File: src/rtl/cpu_types_pkg.sv
// Shared CPU type definitions used by the pipeline control blocks.
package cpu_types_pkg;

  // Architectural register index.
  typedef logic [4:0] regbits_t;

endpackage : cpu_types_pkg

File: src/rtl/pipeline_ctrl.sv
// Stall/flush controller for the five-stage pipeline. It decides each cycle
// whether the PC and each pipeline latch advance, hold or take a bubble. It
// covers load-use, taken redirects, fetch misses, data-memory waits and halt.
// It also keeps saturating stall counters for performance debug.
// state_dbg exposes the FSM state: 0=RUN, 1=DWAIT, 2=HALT.
module pipeline_ctrl
  import cpu_types_pkg::*;
(
  input  logic        CLK,
  input  logic        nRST,
  input  logic        ihit,
  input  logic        dhit,
  input  logic        exm_dREN,
  input  logic        exm_dWEN,
  input  logic        exm_halt,
  input  logic        ex_redirect,
  input  logic        idex_dREN,
  input  regbits_t    idex_rt_out,
  input  regbits_t    ifid_rs,
  input  regbits_t    ifid_rt,
  input  logic        ifid_uses_rt,
  output logic        pc_en,
  output logic        ifid_en,
  output logic        idex_en,
  output logic        exmem_en,
  output logic        mwb_en,
  output logic        ifid_flush,
  output logic        idex_flush,
  output logic        exmem_flush,
  output logic        halt,
  output logic [15:0] stall_cnt,
  output logic [15:0] dwait_cnt,
  output logic [1:0]  state_dbg
);

  typedef enum logic [1:0] {
    S_RUN   = 2'd0,
    S_DWAIT = 2'd1,
    S_HALT  = 2'd2
  } state_e;

  localparam logic [15:0] CNT_MAX = 16'hFFFF;

  state_e      state_q, state_d;
  logic        halt_q, halt_d;
  logic [15:0] stall_cnt_q, stall_cnt_d;
  logic [15:0] dwait_cnt_q, dwait_cnt_d;

  logic mem_busy;
  logic load_use;
  logic mem_freeze;

  // Hazard detection shared by RUN and DWAIT. Register 0 never causes a load-use.
  always_comb begin
    mem_busy = (exm_dREN | exm_dWEN) & ~dhit;
    load_use = idex_dREN & (idex_rt_out != 5'd0) &
               ((idex_rt_out == ifid_rs) | (ifid_uses_rt & (idex_rt_out == ifid_rt)));
  end

  // State, halt flag and counters; reset returns to RUN with everything cleared.
  always_ff @(posedge CLK or negedge nRST) begin
    if (!nRST) begin
      state_q     <= S_RUN;
      halt_q      <= 1'b0;
      stall_cnt_q <= 16'd0;
      dwait_cnt_q <= 16'd0;
    end else begin
      state_q     <= state_d;
      halt_q      <= halt_d;
      stall_cnt_q <= stall_cnt_d;
      dwait_cnt_q <= dwait_cnt_d;
    end
  end

  // Next state: halt beats a memory wait; every other rule returns to RUN.
  always_comb begin
    state_d = state_q;
    case (state_q)
      S_HALT: state_d = S_HALT;
      default: begin
        if (exm_halt)      state_d = S_HALT;
        else if (mem_busy) state_d = S_DWAIT;
        else               state_d = S_RUN;
      end
    endcase
  end

  // Enables and flushes: the first matching rule wins. A flushed latch loads
  // zeros whatever its enable says.
  always_comb begin
    pc_en       = 1'b1;
    ifid_en     = 1'b1;
    idex_en     = 1'b1;
    exmem_en    = 1'b1;
    mwb_en      = 1'b1;
    ifid_flush  = 1'b0;
    idex_flush  = 1'b0;
    exmem_flush = 1'b0;
    mem_freeze  = 1'b0;
    case (state_q)
      S_HALT: begin
        pc_en    = 1'b0;
        ifid_en  = 1'b0;
        idex_en  = 1'b0;
        exmem_en = 1'b0;
        mwb_en   = 1'b0;
      end
      default: begin
        if (exm_halt) begin
          // The halt instruction retires into MEM/WB; nothing behind it moves.
          pc_en       = 1'b0;
          ifid_en     = 1'b0;
          idex_en     = 1'b0;
          exmem_en    = 1'b0;
          exmem_flush = 1'b1;
        end else if (mem_busy) begin
          pc_en      = 1'b0;
          ifid_en    = 1'b0;
          idex_en    = 1'b0;
          exmem_en   = 1'b0;
          mwb_en     = 1'b0;
          mem_freeze = 1'b1;
        end else if (ex_redirect) begin
          // The redirect target is fetched regardless of the current ihit.
          ifid_flush = 1'b1;
          idex_flush = 1'b1;
        end else if (load_use) begin
          pc_en      = 1'b0;
          ifid_en    = 1'b0;
          idex_flush = 1'b1;
        end else if (!ihit) begin
          pc_en      = 1'b0;
          ifid_flush = 1'b1;
        end
      end
    endcase
  end

  // Sticky halt and saturating performance counters.
  always_comb begin
    halt_d      = halt_q | (state_d == S_HALT);
    stall_cnt_d = stall_cnt_q;
    dwait_cnt_d = dwait_cnt_q;
    if (!pc_en && (state_q != S_HALT) && (stall_cnt_q != CNT_MAX))
      stall_cnt_d = stall_cnt_q + 16'd1;
    if (mem_freeze && (dwait_cnt_q != CNT_MAX))
      dwait_cnt_d = dwait_cnt_q + 16'd1;
  end

  assign halt      = halt_q;
  assign stall_cnt = stall_cnt_q;
  assign dwait_cnt = dwait_cnt_q;
  assign state_dbg = state_q;

endmodule : pipeline_ctrl

File: config.mk
export PLATFORM = sky130hd
export DESIGN_NAME = pipeline_ctrl
export DESIGN_NICKNAME = d
export VERILOG_FILES = /design/src/rtl/cpu_types_pkg.sv /design/src/rtl/pipeline_ctrl.sv
export SDC_FILE = /design/constraint.sdc
export NUM_CORES = 1
export LEC_CHECK = 0
export ABC_AREA = 0
export ABC_CLOCK_PERIOD_IN_PS = 2200
export CAP_MARGIN = 15
export CORE_MARGIN = 2
export CORE_UTILIZATION = 45
export DETAILED_ROUTE_END_ITERATION = 8
export PLACE_DENSITY = 0.8
export SLEW_MARGIN = 10
export SYNTH_ARGS = -nofsm -noshare
export SYNTH_HDL_FRONTEND = slang
export SYNTH_SLANG_ARGS = --single-unit
File: constraint.sdc
create_clock -name CLK -period 2.2 [get_ports CLK]
set_clock_uncertainty 0.15 [all_clocks]
set_input_delay 0.22 -clock CLK [delete_from_list [all_inputs] [get_ports CLK]]
set_output_delay 0.22 -clock CLK [all_outputs]
set_load 0.02 [all_outputs]
### Supply network

The bar under the picture is 20 um long. Pins as bars on the die edge.
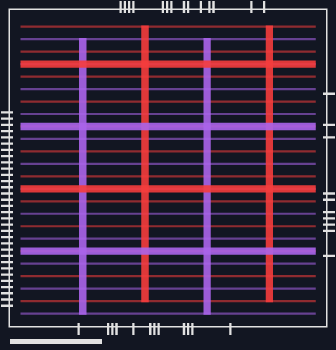
legend:
  purple:
    net: VSS
  red:
    net: VDD
met1 rails: 24
met5 straps: 4
signal pins: 68
core area: 4029 um2
peak supply drop: 0.0003097 V

### Placement by cell class

Fill, decap, tap and diode cells in gray.
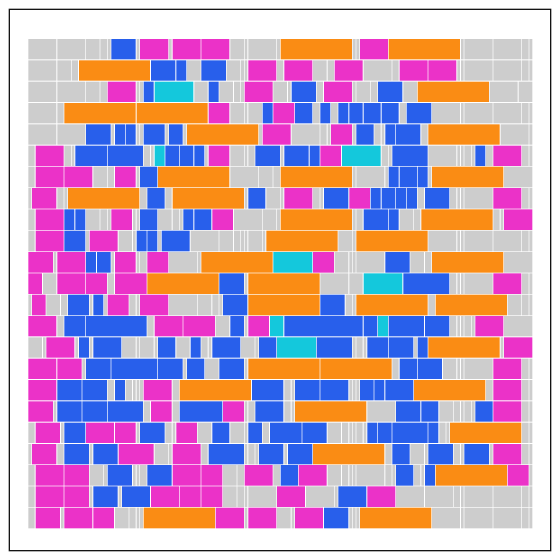
legend:
  orange:
    class: sequential cells
    cells: 35
    share_of_their_area: 31%
  blue:
    class: remaining logic cells
    cells: 134
    share_of_their_area: 36%
  magenta:
    class: remaining buffers and delay cells
    cells: 91
    share_of_their_area: 30%
  cyan:
    class: clock drivers and dummy loads
    cells: 8
    share_of_their_area: 2.9%
Final Core Density: 0.7099
sequential share of cell area: 0.3062
Rows: 23

==> flow_metrics.py <==
# Metrics from the implementation run
metrics = {
    "status": {
        "outcome": "finished clean",
    },
    "power": {
        "p_seq_frac": 0.488,
        "p_sw_mw": 0.3650,
        "swShare": 0.2589,
        "p_int_mw": 1.045,
        "pwr-share-comb": 0.199,
    },
    "final_timing": {
        "relSlewSlack": 0.7055,
        "fmax_mhz": 471.8,
        "hold_viol": 0,
    },
    "clock_tree": {
        "clock_sinks": 35,
        "numCtsBuffers": 5,
        "cts_buffer_depth": 2,
        "ctsHoldBuffers": 0,
        "cts_tree": "built",
    },
    "grt": {
        "grt_antenna_before_repair": 0,
        "gr-total-overflow": 0,
        "grt_pass1_vias": 1592,
        "grt_pass1_wl_um": 6706,
        "grt_start_max_net_pins": 36,
    },
    "synth": {
        "synth-main-ff-cell": "dfrtp_1",
        "synth_cell_type_count": 41,
        "syn_avg_cell_area_um2": 11.03,
        "top_area_cell": "dfrtp_1",
        "xor_share": 0.1840,
        "ys_cells": 172,
        "edf_count": 0,
        "yosys_area_um2": 1897,
        "ys_seq_share": 0.4617,
        "netlist_area_um2": 1897,
        "ys.flops": 35,
        "synthAoiAreaFrac": 0.05871,
        "ys_sh_adder": 0.01319,
    },
    "detailed_routing": {
        "vias": 1605,
        "wl_met2_um": 2097,
        "vias_per_cell": 5.047,
        "dr.pass1.iters": 4,
    },
    "place": {
        "pre_cts_ws_ns": -0.5345,
        "placement.io_buffers": 67,
        "post-dp-hpwl_um": 3173,
        "placed_area_um2": 2761,
    },
    "job": {
        "tool_warnings": 26,
        "maxCapViolCount": 0,
    },
    "layout": {
        "final_common_cell": "clkdlybuf4s50_1",
        "fin_cells": 318,
        "lay_top_cells": "clkdlybuf4s50_1 (53), dfrtp_1 (35), xnor2_1 (24), buf_4 (24), nor2_1 (19)",
        "antenna_cells": 0,
        "syn_to_final_growth_pct": 50.79,
        "drive_gt1_frac": 0.2164,
    },
    "critical_path": {
        "startpoint_type": "primary input",
        "cp.required_ns": 1.83,
        "cpMaxStageDelayCell": "clkdlybuf4s50_1",
        "cp_data_arrival_time_ns": 1.75,
    },
    "floorplanning": {
        "chipArea_um2": 4751,
    },
}
### Clock distribution

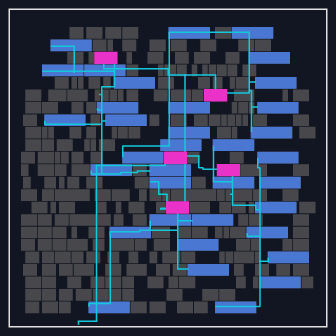
legend:
  blue:
    item: flip-flops
    count: 35
  magenta:
    item: clock-net drivers
    count: 5
  cyan:
    item: clock wires
    length: 454 um
routed clock nets: 6
clock latency on the worst-skew pair: 0.28 ns
clock power share: 0.313
clock-net power: 0.441 mW

[layer usage]
metal | GRT usage | up-vias
met4 | 0.08333 | 0
met5 | 0 | -
met2 | 0.3281 | 51
li1 | - | 785
met3 | 0.06006 | 5
met1 | 0.2137 | 764
[synthesized netlist by cell type (2+ instances only)]
| master | n |
|---|---|
| nand3_2 | 5 |
| and3_1 | 5 |
| nand3_1 | 5 |
| nand4_1 | 9 |
| nand2_1 | 13 |
| ha_1 | 2 |
| xnor2_1 | 24 |
| nor3_1 | 6 |
| nand4_2 | 3 |
| nor2_1 | 19 |
| dfrtp_1 | 35 |
| nor2b_1 | 3 |
| xor2_1 | 14 |
| o21a_1 | 2 |
[power groups by stage]
stage	clock, mW	combinational (mW)	sequential, mW
6_report	0.441	0.280	0.688
4_1_cts	0.456	0.285	0.688
2_1_floorplan	0	0.0764	0.736
5_1_grt	0.479	0.300	0.691
3_3_place_gp	0	0.278	0.699
3_5_place_dp	0	0.281	0.700
[worst paths after layout]
kind                                     startpoint                   endpoint  slack (ns)  cells after the start
max                                      ifid_rt[3]                    ifid_en        0.08                      7
min                                            nRST   stall_cnt[0]$_DFFE_PN0P_        0.20                      2
max reg2reg                stall_cnt[0]$_DFFE_PN0P_  stall_cnt[13]$_DFFE_PN0P_        0.09                      7
min reg2reg                          halt$_DFF_PN0_             halt$_DFF_PN0_        0.34                      1
max in group asynchronous                      nRST  dwait_cnt[13]$_DFFE_PN0P_        1.39                      2
min in group CLK                     halt$_DFF_PN0_             halt$_DFF_PN0_        0.34                      1
[sequential cells by signal (all words and copies together), names as in the netlist]
register / cells
state_dbg: 2
dwait_cnt: 16
halt: 1
stall_cnt: 16
[critical path: cells and delay by family]
family	cells	cell delay (ns)
AND-OR/OR-AND	2	0.48
buffers and inverters	3	0.72
XOR/XNOR	1	0.15
AND/OR/NAND/NOR	1	0.17
[cell type report]
cell class              count  area, um2
multi-input cells         133       1002
flip-flops and latches     35      875.8
well taps                  50      62.56
clock buffers               7      76.32
fillers                   324       1169
inverters                   1      3.754
clock inverters             1      5.005
repair buffers             91      834.6
[per-stage QoR]
step | TNS [ns] | hold slack [ns]
6_report | 0 | 0.1955
5_1_grt | -0.02526 | 0.2525
4_1_cts | 0 | 0.2079
3_5_place_dp | -6.029 | 0.3200
3_3_place_gp | -5.316 | 0.3062
2_1_floorplan | 0 | -0.2256
[kinds of logic (layout without fill, tap and decap cells)]
logic type,after synthesis,count (layout)
AND-OR/OR-AND,10,10
XOR/XNOR,39,39
adder cells (fa/ha/maj),2,2
buffers and inverters,4,100
flip-flops,35,35
multiplexers,2,2
AND/OR/NAND/NOR,80,80
[timing repair]
action / CTS / global route
buffers inserted: 2 / 0
gates resized: 31 / 2
pin swaps: 6 / 2
hold endpoints to repair: 0 / 0
setup endpoints to repair: 8 / 8
Power figures rest on the tool's default switching activity, not on a simulated workload.
